--- src/rtl/lane_stripe_ctrl.sv ---
// Byte-striping controller: serial bytes onto 4 lanes, group handoff with pad/mask.
// Optional idle-flush counter enabled by defining FLUSH_TIMEOUT_EN.
module lane_stripe_ctrl #(
    parameter logic [7:0]  PAD_BYTE = 8'h00,
    parameter int unsigned TIMEOUT  = 4
) (
    input  logic        clkf,
    input  logic        reset,
    input  logic [7:0]  data_in,
    input  logic        valid_in,
    output logic        ready_out,
    input  logic        flush,
    output logic [7:0]  out0,
    output logic [7:0]  out1,
    output logic [7:0]  out2,
    output logic [7:0]  out3,
    output logic [3:0]  lane_mask,
    output logic        valid_out,
    input  logic        ready_in,
    output logic [15:0] group_count
);

    localparam int unsigned LANES  = 4;
    localparam int unsigned BYTE_W = 8;
    localparam int unsigned CNT_W  = 16;
    localparam int unsigned IDX_W  = 2;

    typedef enum logic {FILL, HOLD} state_e;

    if (TIMEOUT < 1 || TIMEOUT > 255) begin : g_bad_timeout
        $error("lane_stripe_ctrl: TIMEOUT must be in 1..255");
    end

    state_e                        state_q, state_d;
    logic [IDX_W-1:0]              idx_q, idx_d;
    logic [LANES-1:0][BYTE_W-1:0]  lanes_q, lanes_d;
    logic [LANES-1:0]              mask_q, mask_d;
    logic                          valid_q, valid_d;
    logic [CNT_W-1:0]              count_q, count_d;
    logic                          accept;
    logic                          timeout_hit;
    logic                          flush_eff;
    logic                          close;

    assign ready_out = (state_q == FILL) | ((state_q == HOLD) & ready_in);
    assign accept    = valid_in & ready_out;
    assign flush_eff = flush | timeout_hit;

`ifdef FLUSH_TIMEOUT_EN
    // Idle counter: FILL cycles with a partial group and nothing accepted.
    logic [7:0] idle_q, idle_d;
    logic       idle_cycle;

    assign idle_cycle  = (state_q == FILL) & (idx_q != '0) & ~accept;
    assign timeout_hit = idle_cycle & (idle_q == 8'(TIMEOUT - 1));

    always_comb begin
        idle_d = '0;
        if (idle_cycle && !timeout_hit) begin
            idle_d = idle_q + 8'd1;
        end
    end

    always_ff @(posedge clkf or negedge reset) begin
        if (!reset) begin
            idle_q <= '0;
        end else begin
            idle_q <= idle_d;
        end
    end
`else
    assign timeout_hit = 1'b0;
`endif

    // Next-state and registered-output computation.
    always_comb begin
        state_d = state_q;
        idx_d   = idx_q;
        lanes_d = lanes_q;
        mask_d  = mask_q;
        valid_d = valid_q;
        count_d = count_q;
        close   = 1'b0;

        case (state_q)
            FILL: begin
                if (accept) begin
                    lanes_d[idx_q] = data_in;
                    mask_d[idx_q]  = 1'b1;
                    idx_d          = idx_q + IDX_W'(1);
                end
                if ((accept && idx_q == IDX_W'(LANES - 1)) ||
                    (flush_eff && (idx_q != '0 || accept))) begin
                    close = 1'b1;
                end
            end
            HOLD: begin
                if (ready_in) begin
                    count_d = count_q + CNT_W'(1);
                    lanes_d = {LANES{PAD_BYTE}};
                    mask_d  = '0;
                    idx_d   = '0;
                    state_d = FILL;
                    valid_d = 1'b0;
                    // New group's lane0 write overlaps the handoff cycle.
                    if (accept) begin
                        lanes_d[0] = data_in;
                        mask_d     = LANES'(1);
                        idx_d      = IDX_W'(1);
                        close      = flush_eff;
                    end
                end
            end
            default: state_d = FILL;
        endcase

        if (close) begin
            state_d = HOLD;
            valid_d = 1'b1;
            idx_d   = '0;
        end
    end

    always_ff @(posedge clkf or negedge reset) begin
        if (!reset) begin
            state_q <= FILL;
            idx_q   <= '0;
            lanes_q <= {LANES{PAD_BYTE}};
            mask_q  <= '0;
            valid_q <= 1'b0;
            count_q <= '0;
        end else begin
            state_q <= state_d;
            idx_q   <= idx_d;
            lanes_q <= lanes_d;
            mask_q  <= mask_d;
            valid_q <= valid_d;
            count_q <= count_d;
        end
    end

    assign out0        = lanes_q[0];
    assign out1        = lanes_q[1];
    assign out2        = lanes_q[2];
    assign out3        = lanes_q[3];
    assign lane_mask   = mask_q;
    assign valid_out   = valid_q;
    assign group_count = count_q;

endmodule

--- config.mk ---
export PLATFORM = sky130hd
export DESIGN_NAME = lane_stripe_ctrl
export DESIGN_NICKNAME = d
export VERILOG_FILES = /design/src/rtl/lane_stripe_ctrl.sv
export SDC_FILE = /design/constraint.sdc
export NUM_CORES = 1
export LEC_CHECK = 0
export CORE_MARGIN = 2
export CORE_UTILIZATION = 52
export CTS_CLUSTER_SIZE = 40
export DETAILED_ROUTE_END_ITERATION = 16
export PLACE_DENSITY_LB_ADDON = 0.1
export SYNTH_ARGS = -nofsm -noshare
export SYNTH_HDL_FRONTEND = slang
export SYNTH_SLANG_ARGS = --single-unit
--- constraint.sdc ---
create_clock -name clkf -period 2.95 [get_ports clkf]
set_input_delay 0.59 -clock clkf [delete_from_list [all_inputs] [get_ports clkf]]
set_output_delay 0.59 -clock clkf [all_outputs]
set_load 0.02 [all_outputs]
**Placement by cell class**

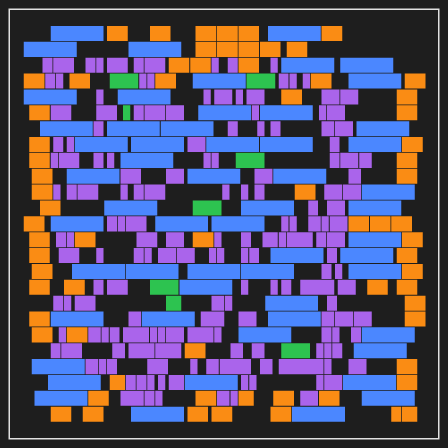
Green is clock drivers and dummy loads, cells 8. Orange is remaining buffers and delay cells, cells 69. Purple is combinational and other logic, cells 168. Blue is sequential cells, cells 56.
Final Instance Area: 0.00331 mm2
num rows: 25
core area: 0.00469 mm2

**Track usage over the die**

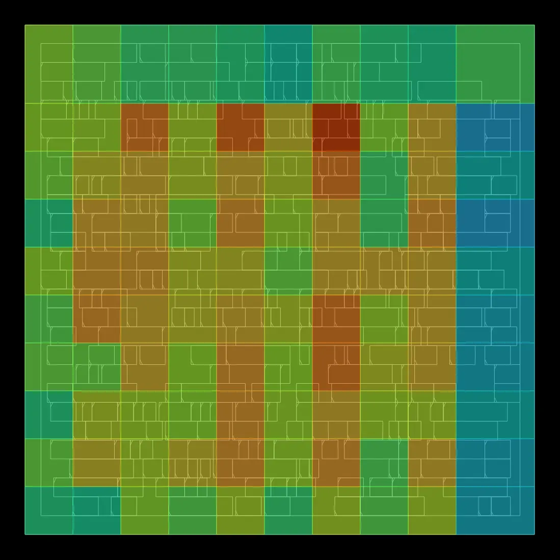
gr busiest metal: met2
routed wire length per instance: 14.6 um

==> impl_metrics.csv <==
group,metric,value,unit
status,outcome,"complete, no violations",
detailed_routing,met1Wirelength,2.47,mm
synth,syn_area,0.00250,mm2
cells_and_area,nFillCells,371,
final_timing,fin_crit_sh,0.917,
placement,gp_congestion,0.807,
cts,numCtsBuffers,5,
grt,antenna_found_initial,0,
critical_path,path_buffers,3,
floorplanning,die.size.y,73.4,um
cts,cts_max_level,2,
grt,grt_max_degree,57,
synth,ys_async_sr_fraction,1.00,
grt,use_met1,0.285,
synth,yosysCellCount,232,
power_and_ir_drop,p_int,1780,uW
power_and_ir_drop,p_per_area,880,mW/mm2
worst_hold_path,min_path_type,"in -> async",
synth,top_cell,"dfrtp_1",
synth,yosys_area,0.00250,mm2
placement,dp.final_hpwl,3.65,mm
cts,clk_path_buf_depth,2,
power_and_ir_drop,vdd_drop_max,0.487,mV
floorplanning,floorplan.core_util,0.534,
cts,cts_tree,"yes",
detailed_routing,drt-total-wl,5.19,mm
grt,grt_pass1_wl,8.46,mm
synth,synth.top_cell.area_share,0.560,
placement,numPortBuffers,66,
power_and_ir_drop,p_comb,1290,uW
detailed_routing,drt_iter0_markers,89,
synth,yosysUniqueCellTypes,37,
placement,dp.cells,347,
synth,top_area_cell,"dfrtp_1",
grt,grt_pass1_vias,1708,
critical_path,end_kind,"output pin",
critical_path,cp_slowest_stage_delay,0.56,ns
detailed_routing,route.met3.wl,330,um
critical_path,cp_top_family,"buffers and inverters",
final_timing,drv_slew,0,
power_and_ir_drop,p_clk,433,uW
cts,clock_sinks,56,
final_timing,clock_skew,0.00475,ns
detailed_routing,drc,0,
synth,synthMuxAreaShare,0.0640,
**Drive-strength map**

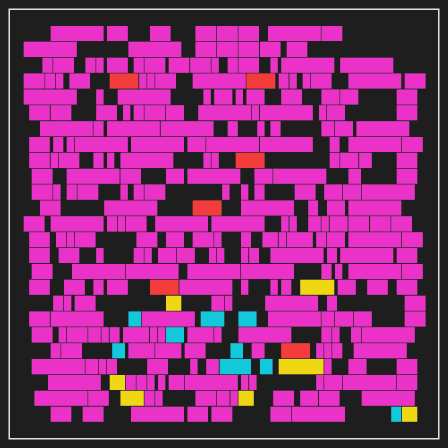
Cyan is _2 cells, cells 9. Yellow is _3 and _4 cells, cells 7. Red is _6 and larger, cells 6. Magenta is _0 and _1 cells, cells 279.
area delta synth->final: 32.1%
bufs w/o clock: 69
Final WS setup: 0.245 ns

worst max path at each step:
stage / start / end / slack [ns] / cells past startpoint
after floorplan: ready_in / ready_out / 1.24 / 3
after global placement: ready_in / ready_out / 0.02 / 4
after detailed placement: ready_in / ready_out / 0.02 / 4
after CTS: ready_in / ready_out / 0.02 / 4
after global routing: ready_in / ready_out / 0.19 / 4
final: ready_in / ready_out / 0.24 / 4
final cells by class:
| class | count | share of cell area |
|---|---|---|
| clock buffer | 7 | 0.0261 |
| clock inverter | 1 | 0.00227 |
| inverter | 7 | 0.00795 |
| multi-input combinational | 161 | 0.314 |
| sequential | 56 | 0.424 |
| tap | 54 | 0.0204 |
| timing repair buffer | 69 | 0.205 |
cells in the final DEF, fill, tap and decap left out, drive strengths merged, types with 5 or more instances in the layout:
master         instances
clkbuf                 7
nand2                 51
dfrtp                 56
nand3                 17
clkdlybuf4s50         65
inv                    7
o21ai                 18
a22o                   8
xor2                   6
ha                     5
xnor2                  9
mux2i                 16
per-stage QoR:
| stage | power, uW | hold WS [ns] | instance area (um2) | utilization |
|---|---|---|---|---|
| 2_1_floorplan | 1900 | 0.294 | 2500 | - |
| 3_3_place_gp | 2470 | 0.460 | 3210 | 0.684 |
| 3_5_place_dp | 2490 | 0.463 | 3210 | 0.684 |
| 4_1_cts | 2930 | 0.423 | 3300 | 0.704 |
| 5_1_grt | 3080 | 0.470 | 3310 | 0.705 |
| 6_report | 2910 | 0.400 | 3310 | 0.705 |
repair_timing:
| action | 4_1_cts | 5_1_grt |
|---|---|---|
| endpoints found under the setup margin | 0 | 1 |
| setup buffers | 0 | 0 |
| hold buffers | 0 | 0 |
| resized | 0 | 1 |
worst reg2reg max path: stages, from the launching register on:
cell and delay, ns:
dfrtp_1 0.35, buf_4 0.28, nand2_2 0.28, a21boi_2 0.46
a22o_1 0.20
Power and IR drop assume default switching activity.
